`src/rtl/pcm_frame_fifo.sv`:
```
// Frame-aware PCM sample FIFO: accepts channel-ordered samples,
// releases only complete frames, drops partial frames on order errors.
module pcm_frame_fifo #(
  parameter  int DATA_W = 24,
  parameter  int N_CH   = 2,
  parameter  int DEPTH  = 8,
  localparam int CH_W   = (N_CH > 1) ? $clog2(N_CH) : 1,
  localparam int LVL_W  = $clog2(DEPTH + 1)
) (
  input  logic              clk,
  input  logic              rstn,
  input  logic              flush,
  input  logic              in_valid,
  output logic              in_ready,
  input  logic [CH_W-1:0]   in_ch,
  input  logic [DATA_W-1:0] in_data,
  output logic              out_valid,
  input  logic              out_ready,
  output logic [CH_W-1:0]   out_ch,
  output logic [DATA_W-1:0] out_data,
  output logic              out_sof,
  output logic [LVL_W-1:0]  level,
  output logic              seq_err,
  output logic [15:0]       err_cnt
);

  localparam int PTR_W = (DEPTH > 1) ? $clog2(DEPTH) : 1;

  typedef enum logic {HUNT, LOCK} state_t;

  state_t             state_q, state_n;
  logic [CH_W-1:0]    exp_q, exp_n;
  logic [PTR_W-1:0]   wr_q, wr_n;
  logic [PTR_W-1:0]   cmt_q, cmt_n;
  logic [PTR_W-1:0]   rd_q, rd_n;
  logic [LVL_W-1:0]   used_q, used_n;
  logic [LVL_W-1:0]   lvl_q, lvl_n;
  logic               err_n;
  logic [15:0]        cnt_n;
  logic               we;
  logic [PTR_W-1:0]   waddr;
  logic               push, pop;

  logic [CH_W-1:0]    mem_ch   [DEPTH];
  logic [DATA_W-1:0]  mem_data [DEPTH];

  function automatic logic [PTR_W-1:0] inc(
    input logic [PTR_W-1:0] p
  );
    return (p == PTR_W'(DEPTH - 1)) ? '0 : p + PTR_W'(1);
  endfunction

  assign in_ready  = (used_q < LVL_W'(DEPTH));
  assign out_valid = (lvl_q != '0);
  assign out_ch    = mem_ch[rd_q];
  assign out_data  = mem_data[rd_q];
  assign out_sof   = (out_ch == '0);
  assign level     = lvl_q;
  assign push      = in_valid && in_ready;
  assign pop       = out_valid && out_ready;

  // Pop first, then apply the input event on the post-pop counts
  always_comb begin
    state_n = state_q;
    exp_n   = exp_q;
    wr_n    = wr_q;
    cmt_n   = cmt_q;
    rd_n    = rd_q;
    used_n  = used_q;
    lvl_n   = lvl_q;
    err_n   = 1'b0;
    cnt_n   = err_cnt;
    we      = 1'b0;
    waddr   = wr_q;
    if (pop) begin
      rd_n   = inc(rd_q);
      lvl_n  = lvl_q - LVL_W'(1);
      used_n = used_q - LVL_W'(1);
    end
    if (push) begin
      unique case (state_q)
        HUNT: begin
          if (in_ch == '0) begin
            we      = 1'b1;
            wr_n    = inc(wr_q);
            used_n  = used_n + LVL_W'(1);
            state_n = LOCK;
            if (N_CH == 1) begin
              cmt_n = inc(wr_q);
              lvl_n = lvl_n + LVL_W'(1);
              exp_n = '0;
            end else begin
              exp_n = CH_W'(1);
            end
          end
        end
        LOCK: begin
          if (in_ch == exp_q) begin
            we     = 1'b1;
            wr_n   = inc(wr_q);
            used_n = used_n + LVL_W'(1);
            if (exp_q == CH_W'(N_CH - 1)) begin
              cmt_n = inc(wr_q);
              lvl_n = lvl_n + LVL_W'(N_CH);
              exp_n = '0;
            end else begin
              exp_n = exp_q + CH_W'(1);
            end
          end else begin
            err_n = 1'b1;
            if (err_cnt != 16'hFFFF)
              cnt_n = err_cnt + 16'd1;
            if (in_ch == '0) begin
              we     = 1'b1;
              waddr  = cmt_q;
              wr_n   = inc(cmt_q);
              used_n = lvl_n + LVL_W'(1);
              exp_n  = CH_W'(1);
            end else begin
              wr_n    = cmt_q;
              used_n  = lvl_n;
              exp_n   = '0;
              state_n = HUNT;
            end
          end
        end
        default: ;
      endcase
    end
  end

  // Control state; flush clears like reset
  always_ff @(posedge clk) begin
    if (!rstn || flush) begin
      state_q <= HUNT;
      exp_q   <= '0;
      wr_q    <= '0;
      cmt_q   <= '0;
      rd_q    <= '0;
      used_q  <= '0;
      lvl_q   <= '0;
      seq_err <= 1'b0;
    end else begin
      state_q <= state_n;
      exp_q   <= exp_n;
      wr_q    <= wr_n;
      cmt_q   <= cmt_n;
      rd_q    <= rd_n;
      used_q  <= used_n;
      lvl_q   <= lvl_n;
      seq_err <= err_n;
    end
  end

  // Error counter survives flush, only reset clears it
  always_ff @(posedge clk) begin
    if (!rstn)
      err_cnt <= '0;
    else if (!flush)
      err_cnt <= cnt_n;
  end

  // Sample storage
  always_ff @(posedge clk) begin
    if (we && rstn && !flush) begin
      mem_ch[waddr]   <= in_ch;
      mem_data[waddr] <= in_data;
    end
  end

endmodule
```
`config.mk`:
```
export PLATFORM = sky130hd
export DESIGN_NAME = pcm_frame_fifo
export DESIGN_NICKNAME = d
export VERILOG_FILES = /design/src/rtl/pcm_frame_fifo.sv
export SDC_FILE = /design/constraint.sdc
export NUM_CORES = 1
export LEC_CHECK = 0
export CAP_MARGIN = 20
export CORE_ASPECT_RATIO = 0.8
export CORE_MARGIN = 2
export CORE_UTILIZATION = 50
export CTS_BUF_LIST = sky130_fd_sc_hd__clkbuf_8 sky130_fd_sc_hd__clkbuf_16
export DETAILED_ROUTE_END_ITERATION = 8
export PLACE_DENSITY = 0.68
export SLEW_MARGIN = 20
export SYNTH_ARGS = -nofsm -noshare
export SYNTH_HDL_FRONTEND = slang
export SYNTH_SLANG_ARGS = --single-unit
```
`constraint.sdc`:
```
create_clock -name clk -period 4.1 [get_ports clk]
set_input_delay 0.82 -clock clk [delete_from_list [all_inputs] [get_ports clk]]
set_output_delay 0.82 -clock clk [all_outputs]
set_load 0.02 [all_outputs]
```
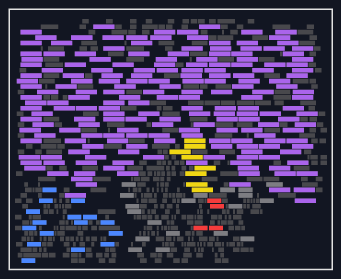
Fig. 1. Register map, names as in the netlist.
(2 px per um)
- err_cnt: blue (sequential cells 16; where south-west)
- used_q: red (sequential cells 4)
- mem_data: purple (sequential cells 192)
- mem_ch: yellow (sequential cells 8; where center)
register area: 6790 um2
power in sequential cells: 2.64 mW
register share of the cell area: 0.577

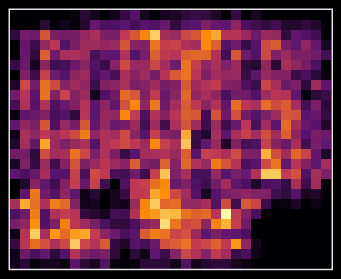
Fig. 2. Routed metal per tile.
(2 px per um) The die is cut into 32 by 26 equal tiles; black is low, pale yellow is high, scaled to the fullest tile. Values are wire area over tile area, all layers added.
- fullest tile: 0.42
- mean over tiles: 0.14
- tiles over half the peak: 21%
- emptiest ninth of the die: south-east
total global-route track usage: 0.183
detailed-route wire length: 18500 um

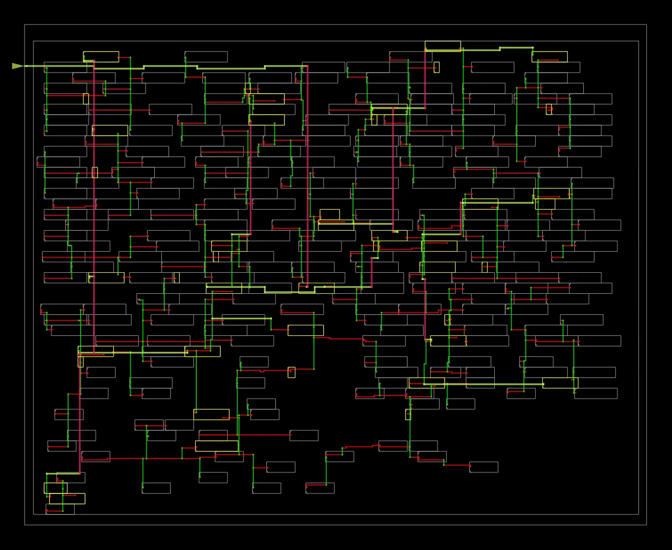
Fig. 3. Clock routing.
Seq Cell Count: 239
CTS buffer count: 24

==> PnR_summary.wiki <==
=== Synthesis and place and route ===
{| class="wikitable"
! Metric !! Value
|-
| Status || finished clean
|-
| Largest net degree at the start of global routing || 32
|-
| Area fraction in xor and xnor cells || 0.0152
|-
| ClkCell Share || 0.0640
|-
| Portion of netlist area occupied by mux cells || 0.155
|-
| Biggest power consumer among the groups || sequential cells
|-
| Fin. max-slew vios || 0
|-
| Total stage count of the critical path || 4
|-
| Total number of yosys warnings || 0
|-
| M1 GR Usage || 0.257
|-
| Routed wire length on met2 || slightly below 9000 um
|-
| Proportion of synthesized flip-flops having asynchronous set or reset || 0
|-
| Starting utilization of the core area || 0.513
|-
| Fin Clk Skew || roughly 0.018 ns
|-
| Root Buffer Master || sky130_fd_sc_hd__clkbuf_16
|-
| Top cells by instance count after synthesis || sky130_fd_sc_hd__edfxtp_1 (200), sky130_fd_sc_hd__mux4_2 (50), sky130_fd_sc_hd__dfxtp_1 (39), sky130_fd_sc_hd__nor2_1 (39), sky130_fd_sc_hd__mux2_2 (24)
|-
| Total cells reported by yosys after synthesis || slightly below 600
|-
| Launching element type of the critical path || register
|-
| End of the worst register-to-register path || used_q[3]
|-
| Post-layout minimum cycle time || between 3 and 4 ns
|-
| Worst r2r path cells || 10
|-
| Sequential fraction of design power || 0.549
|-
| Chip area || roughly 21000 um2
|-
| Static Leak || 3.84 nW
|-
| Buffer levels on the longest clock path || 3
|-
| Count of inserted tapcells || between 200 and 300
|-
| Total Negative Setup Slacks || 0 ns
|-
| Uppermost signal routing layer after detailed routing || met4
|-
| Syn Area/Cell || approximately 17 um2
|-
| Floorplan core area || 19100 um2
|-
| Cell variety after synth || between 50 and 60
|-
| Compound-cell area share of the yosys netlist || 0.0365
|-
| Endpoint of the worst setup timing path || out_data[13]
|-
| Portion of the clock cycle consumed by the worst path in the final layout || 0.897
|-
| Number of instances in the synthesized netlist || around 580
|-
| Die width || approximately 160 um
|-
| Dpl hpwl || roughly 12000 um
|-
| Synthesis-to-layout area growth || 19.7%
|-
| Number of synthesized flops with an enable pin || around 200
|-
| Reported clock group power || 2.04 mW
|-
| Commonest cells after routing, fill and taps aside || sky130_fd_sc_hd__edfxtp_1 (200), sky130_fd_sc_hd__clkdlybuf4s50_1 (78), sky130_fd_sc_hd__mux4_2 (50)
|-
| Number of buffer cells added on primary ports || approximately 78
|-
| Number of logic inverters in the finished layout || 13
|-
| Power per Cell Area || around 410 nW/um2
|-
| Actual transition at the worst max-transition pin || around 0.65 ns
|-
| Clock latency of the later-clocked register in the worst-skew pair || between 0.5 and 0.6 ns
|-
| Sequential cell area fraction in the yosys report || 0.691
|-
| Fraction of post-synthesis cell area in the top cell type by area || 0.611
|-
| # Post-CTS Setup Buffers || 0
|-
| YS chip area || around 9800 um2
|-
| Cell resize tally after clock tree synthesis || 0
|-
| Detailed Routing Iterations Pass 1 || 4
|-
| Cell internal pwr || 3.89 mW
|-
| Filler instances || between 1000 and 1500
|-
| Clock slew at the register clock pins of the worst setup and hold paths || roughly 0.06 ns
|-
| CP Data Required Time || roughly 3.3 ns
|-
| Post-synth area hogs || sky130_fd_sc_hd__edfxtp_1 (61%), sky130_fd_sc_hd__mux4_2 (11%), sky130_fd_sc_hd__dfxtp_1 (7.9%), sky130_fd_sc_hd__mux2_2 (2.8%), sky130_fd_sc_hd__ha_1 (1.7%)
|-
| Share of final-layout standard cells stronger than drive strength 1 || 0.208
|-
| Buffer share of cell area || 0.0821
|-
| I/O pin count || approximately 79
|-
| Primary flip-flop cell chosen by synthesis mapping || sky130_fd_sc_hd__edfxtp_1
|-
| N_diodes || 0
|-
| Critical Setup Path Class || register to primary output
|-
| Post-route DRC violation count || 0
|-
| Minimum setup slack among reg-to-reg paths || roughly 1.3 ns
|-
| Worst EP arrival || around 2.9 ns
|-
| Number of endpoints failing setup at the final stage || 0
|-
| Number of buffers and inverters on the critical path || 2
|-
| 1st-iter DRT viols || approximately 370
|-
| Routability congestion estimate || between 0.8 and 0.9
|-
| Top comb family, area || multiplexers
|-
| Maximum frequency from static timing analysis || 0.272 GHz
|-
| Leading registers by flop count || mem_data x192, err_cnt x16, mem_ch x8
|-
| Final Hold Fails || 0
|-
| Cell row count || 45
|-
| Worst min-delay path class || register to register
|-
| Switching power share of the total || 0.192
|-
| Share of the core filled with cells in the final layout || 0.615
|-
| Clock power share || 0.424
|-
| Max-area cell class || flip-flops and latches
|-
| Number of multi-input logic gates || 297
|-
| Tool warnings || 26
|-
| Met3 routed WL || roughly 760 um
|-
| Via count of the first global-routing pass || roughly 5400
|-
| Maximum level of the CTS H-tree || 1
|-
| First-pass GRT wire length || slightly below 30000 um
|-
| Total routed wire length on the met1 layer || ~8500 um
|-
| Chain of cells forming the critical path || buf_12 -> mux4_2 -> mux2_2 -> clkdlybuf4s50_1
|-
| Max FFs per register || 192
|-
| Crit path capture type || primary output
|-
| Residual overflow from global routing || 0
|-
| Cell type with the largest total area || sky130_fd_sc_hd__edfxtp_1
|-
| # hold bufs at CTS || 0
|-
| Net count entering floorplan || approximately 620
|-
| Hold Crit Start || rd_q[1]
|-
| GR met2 Demand/Resource || 0.306
|-
| Die Height || about 130 um
|-
| Cell with the most instances after synthesis || sky130_fd_sc_hd__edfxtp_1
|-
| CTS sink cnt || roughly 240
|-
| Register bank with the most flops || mem_data
|-
| Hold path depth || 2
|-
| Power consumed by combinational cells || ~0.13 mW
|-
| Cell area after technology mapping || a little under 10000 um2
|-
| Adder-cell share of the synthesized area || 0.0166
|-
| Crit path max-delay cell type || sky130_fd_sc_hd__dfxtp_4
|-
| Yosys reg bits || approximately 240
|-
| Maximum fanout along the worst path || 31
|-
| Layout clock buffers || 27
|-
| Number of nets in the layout || 719
|-
| Max rail drop VDD || 0.000289 V
|-
| Category of cells accounting for the largest share of critical-path delay || buffers and inverters
|-
| Avg WL per Cell || roughly 20 um
|-
| Max-cap violations || 0
|-
| TritonCTS clock tree || built
|-
| Fraction of area in multi-input gates || 0.245
|-
| Post-synthesis share of cell area spent on and, or, nand and nor gates || 0.0676
|-
| Combinational Power Share || 0.028
|-
| Switching component of the power || around 0.92 mW
|}
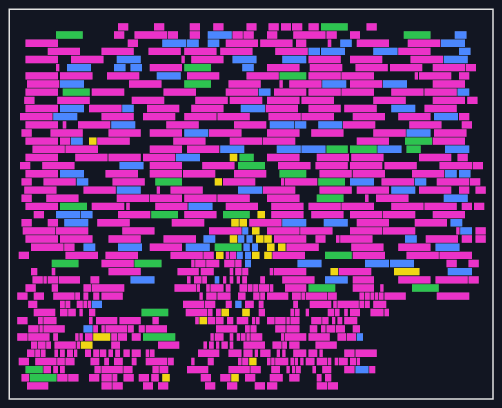
Fig. 4. Drive-strength map.
(3 px per um)
- x1 and smaller: magenta (cells 549; share 79%)
- x3 and x4: yellow (cells 25; share 3.6%)
- x2: blue (cells 89; share 13%)
- x6 and larger: green (cells 30; share 4.3%)
Final WS setup: 0.421 ns
cell area after layout: 11800 um2
count of non-CTS buffers in the layout: 101

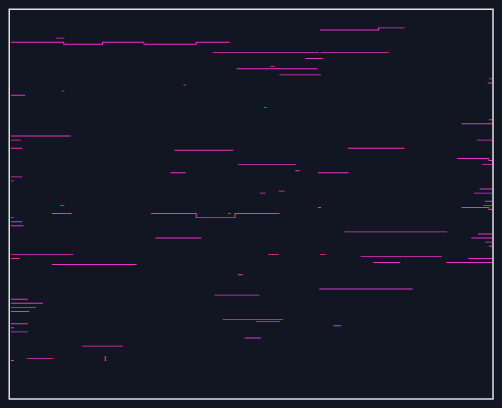
Fig. 5. The metal 3 layer.
(3 px per um)
- main direction: horizontal
- share of all routed wire: 4.1%
- wire length on this layer: 765 um
- nets with wire on the layer: 60
- longest straight run: 35.0 um
total number of vias: 5275
met3 routing resource usage after global routing: 0.0291

[metrics by stage]
| step | hold WS, ns | power, mW | cells | setup slack [ns] | instance area [um2] |
|---|---|---|---|---|---|
| 3_3_place_gp | 0.472 | 2.82 | 908 | 0.643 | 11000 |
| 5_1_grt | 0.517 | 4.97 | 951 | 0.258 | 11800 |
| 6_report | 0.491 | 4.82 | 951 | 0.421 | 11800 |
| 2_1_floorplan | 0.454 | 2.75 | 577 | 0.480 | 9830 |
| 3_5_place_dp | 0.477 | 2.83 | 908 | 0.604 | 11000 |
| 4_1_cts | 0.492 | 4.87 | 951 | 0.342 | 11800 |
Power and IR drop assume default switching activity.
